<file path="config.mk">
export PLATFORM = sky130hd
export DESIGN_NAME = mem_access_stage
export DESIGN_NICKNAME = d
export VERILOG_FILES = /design/src/rtl/mem_access_stage.sv
export SDC_FILE = /design/constraint.sdc
export NUM_CORES = 1
export LEC_CHECK = 0
export CORE_MARGIN = 5
export CORE_UTILIZATION = 38
export DETAILED_ROUTE_END_ITERATION = 10
export PLACE_DENSITY_LB_ADDON = 0.05
export REMOVE_ABC_BUFFERS = 1
export SETUP_SLACK_MARGIN = 0.4
export SKIP_CTS_REPAIR_TIMING = 1
export SYNTH_ARGS = -nofsm -noshare
export SYNTH_HDL_FRONTEND = slang
export SYNTH_SLANG_ARGS = --single-unit
export TNS_END_PERCENT = 5
</file>
<file path="constraint.sdc">
create_clock -name clk -period 2 [get_ports clk]
set_input_delay 0.6 -clock clk [delete_from_list [all_inputs] [get_ports clk]]
set_output_delay 0.6 -clock clk [all_outputs]
set_load 0.1 [all_outputs]
</file>
<file path="src/rtl/mem_access_stage.sv">
// MEM stage: holds the EX/MEM register, runs a req/ack data-memory access with a
// timeout, and produces the MEM/WB register plus the MEM-stage forwarding value.
module mem_access_stage #(
    parameter int unsigned TIMEOUT = 16
) (
    input  logic        clk,
    input  logic        rst,
    input  logic        pipeline_flush,
    input  logic [31:0] ex_result,
    input  logic [31:0] ex_store_data,
    input  logic [6:0]  ex_opcode,
    input  logic [2:0]  ex_func3,
    input  logic [4:0]  ex_rd,
    input  logic        ex_wb_reg_file,
    output logic        mem_stall,
    output logic [31:0] data_forward_mem,
    output logic        dmem_req,
    output logic        dmem_we,
    output logic [31:0] dmem_addr,
    output logic [31:0] dmem_wdata,
    output logic [3:0]  dmem_wstrb,
    input  logic        dmem_ack,
    input  logic [31:0] dmem_rdata,
    output logic [31:0] wb_data,
    output logic [4:0]  wb_rd,
    output logic        wb_reg_file,
    output logic        misaligned_exc,
    output logic        bus_err
);

    // state  | meaning
    // IDLE   | no access outstanding; a request is issued straight from EX/MEM
    // ACCESS | request outstanding, waiting for dmem_ack or the timeout

    localparam logic [6:0]        OP_LOAD  = 7'b0000011;
    localparam logic [6:0]        OP_STORE = 7'b0100011;
    localparam int unsigned       CNT_W    = (TIMEOUT > 1) ? $clog2(TIMEOUT) : 1;
    localparam logic [CNT_W-1:0]  CNT_LAST = CNT_W'(TIMEOUT - 1);

    typedef enum logic {
        IDLE,
        ACCESS
    } state_t;

    state_t           state_q;
    state_t           state_d;
    logic [CNT_W-1:0] cnt_q;
    logic [CNT_W-1:0] cnt_d;

    logic        mem_valid;
    logic [31:0] mem_result;
    logic [31:0] mem_store_data;
    logic [6:0]  mem_opcode;
    logic [2:0]  mem_func3;
    logic [4:0]  mem_rd;
    logic        mem_wb;

    logic        is_load;
    logic        is_store;
    logic        misaligned;
    logic        access;
    logic        timeout_hit;
    logic [3:0]  store_strb;
    logic [31:0] store_wdata;
    logic [31:0] rdata_shifted;
    logic [31:0] load_data;

    always_ff @(posedge clk) begin
        if (rst) begin
            mem_valid      <= 1'b0;
            mem_result     <= '0;
            mem_store_data <= '0;
            mem_opcode     <= '0;
            mem_func3      <= '0;
            mem_rd         <= '0;
            mem_wb         <= 1'b0;
        end else if (!mem_stall) begin
            mem_valid      <= ~pipeline_flush;
            mem_result     <= ex_result;
            mem_store_data <= ex_store_data;
            mem_opcode     <= ex_opcode;
            mem_func3      <= ex_func3;
            mem_rd         <= ex_rd;
            mem_wb         <= ex_wb_reg_file & ~pipeline_flush;
        end
    end

    assign is_load  = mem_valid & (mem_opcode == OP_LOAD);
    assign is_store = mem_valid & (mem_opcode == OP_STORE);

    // Halfword ops need addr[0]=0, word ops need addr[1:0]=0; bytes never misalign.
    assign misaligned = ((mem_func3[1:0] == 2'b01) & mem_result[0]) |
                        ((mem_func3 == 3'b010) & (mem_result[1:0] != 2'b00));

    assign access         = (is_load | is_store) & ~misaligned;
    assign misaligned_exc = (is_load | is_store) & misaligned;

    assign dmem_req    = access;
    assign timeout_hit = dmem_req & ~dmem_ack & (cnt_q == CNT_LAST);
    assign mem_stall   = dmem_req & ~dmem_ack & ~timeout_hit;
    assign bus_err     = timeout_hit;

    always_ff @(posedge clk) begin
        if (rst) begin
            state_q <= IDLE;
            cnt_q   <= '0;
        end else begin
            state_q <= state_d;
            cnt_q   <= cnt_d;
        end
    end

    // The counter tallies request cycles without ack, including the first IDLE one.
    always_comb begin
        state_d = state_q;
        cnt_d   = '0;
        case (state_q)
            IDLE: begin
                if (mem_stall) begin
                    state_d = ACCESS;
                    cnt_d   = CNT_W'(1);
                end
            end
            ACCESS: begin
                if (mem_stall) begin
                    cnt_d = cnt_q + CNT_W'(1);
                end else begin
                    state_d = IDLE;
                end
            end
            default: state_d = IDLE;
        endcase
    end

    always_comb begin
        store_strb  = 4'b1111;
        store_wdata = mem_store_data;
        case (mem_func3[1:0])
            2'b00: begin
                store_strb  = 4'b0001 << mem_result[1:0];
                store_wdata = {4{mem_store_data[7:0]}};
            end
            2'b01: begin
                store_strb  = 4'b0011 << {mem_result[1], 1'b0};
                store_wdata = {2{mem_store_data[15:0]}};
            end
            default: begin
                store_strb  = 4'b1111;
                store_wdata = mem_store_data;
            end
        endcase
    end

    assign dmem_we          = access & is_store;
    assign dmem_addr        = {mem_result[31:2], 2'b00};
    assign dmem_wdata       = store_wdata;
    assign dmem_wstrb       = dmem_we ? store_strb : 4'b0000;
    assign data_forward_mem = mem_result;

    assign rdata_shifted = dmem_rdata >> {mem_result[1:0], 3'b000};

    always_comb begin
        load_data = dmem_rdata;
        case (mem_func3)
            3'b000:  load_data = {{24{rdata_shifted[7]}}, rdata_shifted[7:0]};
            3'b001:  load_data = {{16{rdata_shifted[15]}}, rdata_shifted[15:0]};
            3'b100:  load_data = {24'd0, rdata_shifted[7:0]};
            3'b101:  load_data = {16'd0, rdata_shifted[15:0]};
            default: load_data = dmem_rdata;
        endcase
    end

    always_ff @(posedge clk) begin
        if (rst) begin
            wb_data     <= '0;
            wb_rd       <= '0;
            wb_reg_file <= 1'b0;
        end else if (mem_stall) begin
            wb_data     <= '0;
            wb_rd       <= '0;
            wb_reg_file <= 1'b0;
        end else begin
            wb_data     <= (is_load & dmem_req & dmem_ack) ? load_data : mem_result;
            wb_rd       <= mem_rd;
            wb_reg_file <= mem_valid & mem_wb & ~is_store & ~misaligned_exc & ~timeout_hit;
        end
    end

endmodule

</file>
==> Implementation_results.wiki, run 1 <==
== Flow metrics ==
{| class="wikitable"
! Metric !! Value
|-
| Outcome || complete, but fails checks
|-
| Violated checks || negative setup slack
|-
| Smallest setup slack after layout || -0.7328 ns
|-
| Sequential-to-total area share from yosys stat || 0.4395
|-
| Pre-Place Util || 0.3886
|-
| Library cells used by synthesis || 45
|-
| H-tree level count || 4
|-
| Met1 layer wirelength in the final routing || 8.129 mm
|-
| Synthesized area || 5648 um2
|-
| CP Launch Type || flip-flop
|-
| Average via count per standard cell || 5.171
|-
| Number of standard cells in the layout, taps in and fillers out || 1154
|-
| Kind of end point of the critical path || output port
|-
| Placed inst area || 9807 um2
|-
| Maximum number of pins on one net before global-route repair || 81
|-
| Static leakage power || 4.383 nW
|-
| Net switching share of the total power || 0.3280
|-
| Most instantiated flip-flop cell in the synthesis netlist || dfxtp_1
|-
| Iteration-0 DRC count of the detailed router || 421
|-
| Async S/R FF share, synth || 0
|-
| Comb. cell area || 2799 um2
|-
| Number of global-route vias before repair || 6142
|-
| Count of final setup violators || 143
|-
| Sequential Power Share || 0.325
|-
| Clock network power consumption || 3.18 mW
|-
| Hold violation total from the final report || 0
|-
| Total combinational power || 2.50 mW
|-
| Setup slack of the most critical reg-to-reg path || -0.26 ns
|-
| Worst Reg-to-Reg Cells || 9
|-
| Remaining antenna violation count after routing || 0
|-
| Number of antenna repair diodes || 0
|-
| Number of top-level pins || 259
|-
| Tot GR Track Use || 0.2309
|-
| Global-route wire length before repair || 32.80 mm
|-
| Clock buf count || 21
|-
| Die outline area || 17400 um2
|-
| Period utilisation layout || 1.366
|-
| Top cells by count || 199 x nand2_1, 124 x dfxtp_1, 111 x a21oi_1, 41 x buf_4, 33 x clkbuf_1
|-
| Max-Slew Margin vs Limit || 0.4068
|-
| Highest metal layer with signal wires || met4
|-
| Placed Cells || 1115
|-
| Shortest clock period the worst path allows after layout || 2.733 ns
|-
| Nets || 1075
|-
| Power group with the largest share || clock
|}
[run 1: state kept, by name, summed over array words and instances, names as in the netlist]
| register | count |
|---|---|
| mem_func3 | 3 |
| mem_store_data | 32 |
| mem_valid | 1 |
| wb_reg_file | 1 |
| wb_data | 32 |
| mem_rd | 5 |
| wb_rd | 5 |
| data_forward_mem | 32 |
| state_q | 1 |
| mem_opcode | 7 |
| cnt_q | 4 |
| mem_wb | 1 |
[run 1: cells by family after synthesis]
family	share of synthesized area
compound gates	0.1918
xor+xnor	0.003102
fa+ha+maj	0.002215
buf+inv	0.09969
flops	0.4395
mux	0.05760
other cells	0.0006640
simple gates	0.2054
[run 1: critical path, cell delays in order (launching register included)]
cell,delay (ns)
dfxtp_1,0.29
or4b_4,0.56
buf_4,0.17
or3_4,0.39
nor2_4,0.13
buf_12,0.18
Figure 1. M1 wires (run 1).
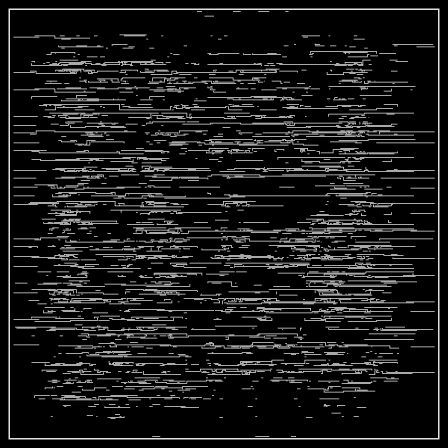
share of all routed wire: 39%
main direction: horizontal
wire length on this layer: 8130 um
met1 Resource Use GR: 0.2728
detailed-route wire length: 20.90 mm
vias after detailed routing: 5967

Figure 2. Signal wires on met2 (run 1).
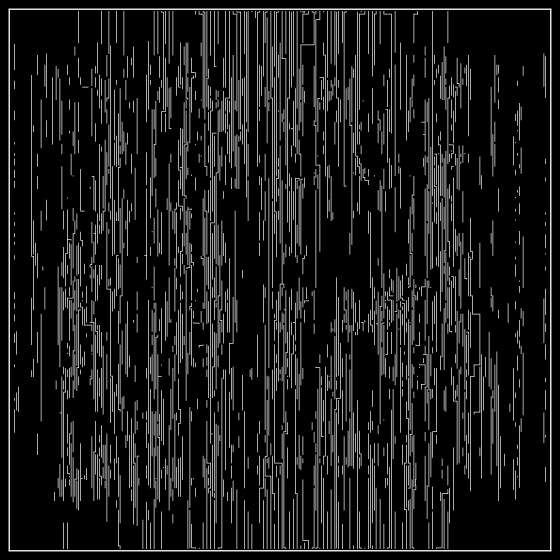
nets with wire on the layer: 924
longest straight run: 53.9 um

Figure 3. M3 wires (run 1).
Bar = 50 um. Cells faint in the background.
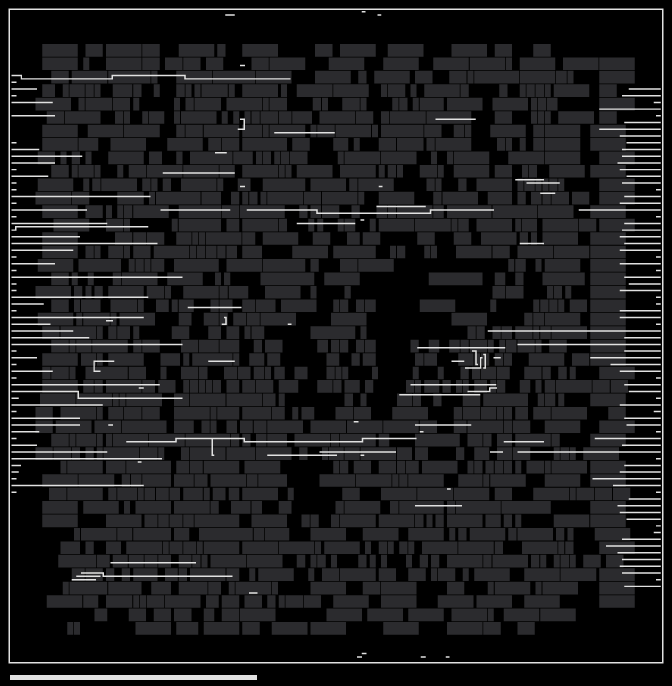
longest straight run: 34.7 um
main direction: horizontal
grt met3 use: 0.07901

==> inputs of run 2 (changes only) <==
--- a/config.mk
+++ b/config.mk
@@ -5,7 +5,6 @@
 export SDC_FILE = /design/constraint.sdc
 export NUM_CORES = 1
 export LEC_CHECK = 0
-export CORE_MARGIN = 5
 export CORE_UTILIZATION = 38
 export DETAILED_ROUTE_END_ITERATION = 10
 export PLACE_DENSITY_LB_ADDON = 0.05
Figure 4. Signal wires on met2 (run 2).
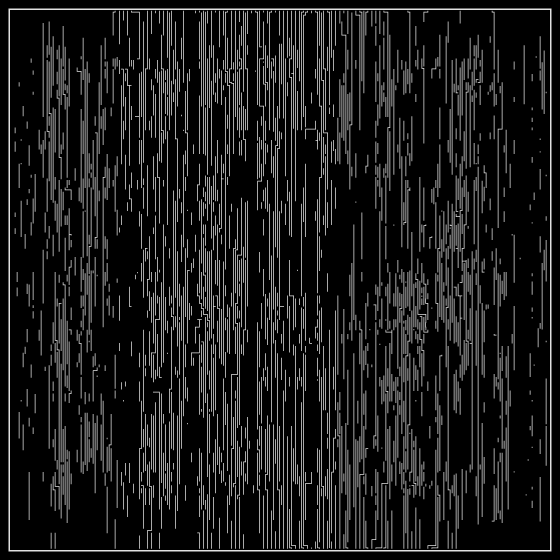
met2 track utilization from global routing: 0.4653
detailed-route wire length: 20.28 mm
vias after detailed routing: 5956

==> run 2 against run 1 <==
  * The run still ends with negative setup slack left
  * Critical endpoint is now dmem_we
  * Clock skew shrank 0.0030 ns
  * Combinational power is essentially flat
  * Sequential share of layout area grew 0.49 points
  * Largest power group unchanged
  * Count of clock-buffer cells in the layout is the same
  * Register-to-register slack gained 0.16 ns
==> Implementation_results.wiki, run 2 <==
== Flow metrics ==
{| class="wikitable"
! Metric !! Value
|-
| Tot GR Track Use || 0.2620
|-
| Pre-Place Util || 0.3886
|-
| Kind of end point of the critical path || output port
|-
| Average via count per standard cell || 5.179
|-
| Sequential-to-total area share from yosys stat || 0.4395
|-
| Outcome || complete, but fails checks
|-
| Synthesized area || 5648 um2
|-
| Shortest clock period the worst path allows after layout || 2.708 ns
|-
| Top cells by count || 199 x nand2_1, 124 x dfxtp_1, 111 x a21oi_1, 41 x buf_4, 33 x clkbuf_1
|-
| Static leakage power || 4.364 nW
|-
| Comb area leader || simple AND/OR/NAND/NOR gates
|-
| Iteration-0 DRC count of the detailed router || 396
|-
| Remaining antenna violation count after routing || 0
|-
| Number of antenna repair diodes || 0
|-
| Placed Cells || 1114
|-
| Crit path buffers/inverters || 3
|-
| Number of standard cells in the layout, taps in and fillers out || 1150
|-
| Sequential Power Share || 0.331
|-
| Placed inst area || 9842 um2
|-
| Cell Chain, Critical Path || or4b_4, nor3_4, and2_4, nand2_4, buf_4, inv_2, buf_12
|-
| Die outline area || 15350 um2
|-
| Smallest setup slack after layout || -0.7076 ns
|-
| Violated checks || negative setup slack
|-
| Compound-cell area share of the yosys netlist || 0.1918
|-
| Highest metal layer with signal wires || met4
|-
| Number of global-route vias before repair || 5836
|-
| Count of final setup violators || 83
|-
| Async S/R FF share, synth || 0
|-
| H-tree level count || 4
|-
| Global-route wire length before repair || 30.29 mm
|-
| Xor+xnor area frac || 0.003101
|}
==> run 2: worst max path at each step <==
stage / cells past startpoint / end / startpoint
finish: 7 / dmem_we / mem_opcode[4]
floorplan: 4 / bus_err / mem_func3[1]
detailed placement: 8 / wb_data[15] / dmem_ack
global placement: 8 / wb_data[15] / dmem_ack
CTS: 6 / dmem_wstrb[3] / mem_opcode[2]
global route: 7 / dmem_we / mem_opcode[4]
==> run 2: power groups by stage <==
stage | registers [mW] | logic, mW | clock network, mW
after floorplan | 3.51 | 0.578 | 0
after global placement | 2.78 | 2.41 | 0
after detailed placement | 2.78 | 2.43 | 0
after CTS | 2.73 | 2.44 | 3.03
after global routing | 2.74 | 2.61 | 3.14
final | 2.72 | 2.52 | 2.98
==> inputs of run 3 (changes only) <==
--- a/config.mk
+++ b/config.mk
@@ -5,6 +5,7 @@
 export SDC_FILE = /design/constraint.sdc
 export NUM_CORES = 1
 export LEC_CHECK = 0
+export ABC_AREA = 1
 export CORE_UTILIZATION = 38
 export DETAILED_ROUTE_END_ITERATION = 10
 export PLACE_DENSITY_LB_ADDON = 0.05
Figure 5. Routing congestion map (run 3).
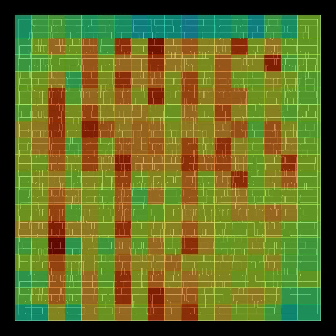
Tot GR Track Use: 0.2409
routed len/inst: 14.98 um
met2 track utilization from global routing: 0.4202

==> run 3 against run 2 <==
  * The run still ends with negative setup slack left
  * Sequential power is essentially flat
  * Non-clock buffer count decreased by 13
  * Critical path depth fell by 2
  * Count of clock-buffer cells in the layout fell by 1
  * Die size is 4.8% higher
  * Clock power is 17% higher
  * Hold slack worse by 0.019 ns
  * Cell count increased by 13%
  * Critical path type is now input port to output port
  * Largest cell class unchanged
  * Largest power group unchanged
  * Highest routed layer unchanged
==> Implementation_results.wiki, run 3 <==
== Flow metrics ==
{| class="wikitable"
! Metric !! Value
|-
| Pre-Place Util || 0.3898
|-
| Outcome || complete, but fails checks
|-
| Library cell contributing the largest single delay on the critical path || clkdlybuf4s50_1
|-
| Detailed-route wire length || 19.55 mm
|-
| Count of final setup violators || 33
|-
| Xor+xnor area frac || 0.002956
|-
| Library cells used by synthesis || 28
|-
| Remaining antenna violation count after routing || 0
|-
| Power in sequential cells || 2.72 mW
|-
| Async S/R FF share, synth || 0
|-
| Compound-cell area share of the yosys netlist || 0.04772
|-
| Violated checks || negative setup slack
|-
| Smallest setup slack after layout || -0.2471 ns
|-
| Crit path largest cell delay || 0.43 ns
|-
| Setup slack of the most critical reg-to-reg path || 0.12 ns
|-
| Number of standard cells in the layout, taps in and fillers out || 1305
|-
| Die outline area || 16100 um2
|-
| Critical path startpoint || dmem_ack
|-
| Critical path depth || 5
|-
| Maximum number of pins on one net before global-route repair || 49
|-
| Synthesized area || 5926 um2
|-
| Top cells by count || 296 x nand2_1, 137 x nand3_1, 124 x dfxtp_1, 72 x nor2_1, 59 x inv_1
|-
| Static leakage power || 5.156 nW
|-
| Nets || 1221
|-
| Crit path buffers/inverters || 3
|-
| MUX area fraction || 0
|-
| Comb area leader || simple AND/OR/NAND/NOR gates
|-
| Sequential Power Share || 0.314
|-
| Sequential-to-total area share from yosys stat || 0.4189
|-
| Placed Cells || 1267
|-
| Top cell family by delay on the critical path || buffers and inverters
|-
| Worst Reg-to-Reg Cells || 6
|-
| Most instantiated flip-flop cell in the synthesis netlist || dfxtp_1
|-
| Shortest clock period the worst path allows after layout || 2.247 ns
|-
| H-tree level count || 4
|-
| Post-Synth Simple-Gate Area || 0.3915
|-
| Grt met3 use || 0.08477
|}
## run 3: netlist changes by cell type after synthesis, sizes merged, moves of 14 or more
cell / before / now
nand2: 200 / 301
nand3: 11 / 139
o21ai: 35 / 14
nor2: 12 / 76
clkbuf: 33 / 19
inv: 5 / 63
or2: 1 / 22
mux2: 18 / 0
a31oi: 17 / 0
o221ai: 14 / 0
a21oi: 111 / 23
## run 3: area by class of cell
class	count	area (um2)	area share
repair buffers	301	4443	0.3995
multi-input cells	596	2898	0.2605
flip-flops and latches	124	2614	0.2350
clock buffers	20	466.7	0.04196
inverters	64	256.5	0.02306
well taps	188	235.2	0.02115
clock inverters	12	209.0	0.01879
## run 3: per-layer routing
metal / vias up / routed length [um]
li1: 3187 / -
met1: 2975 / 7798
met2: 191 / 9990
met3: 23 / 1442
met4: 0 / 313
met5: - / 0
Power is estimated from default activity; no workload was simulated.
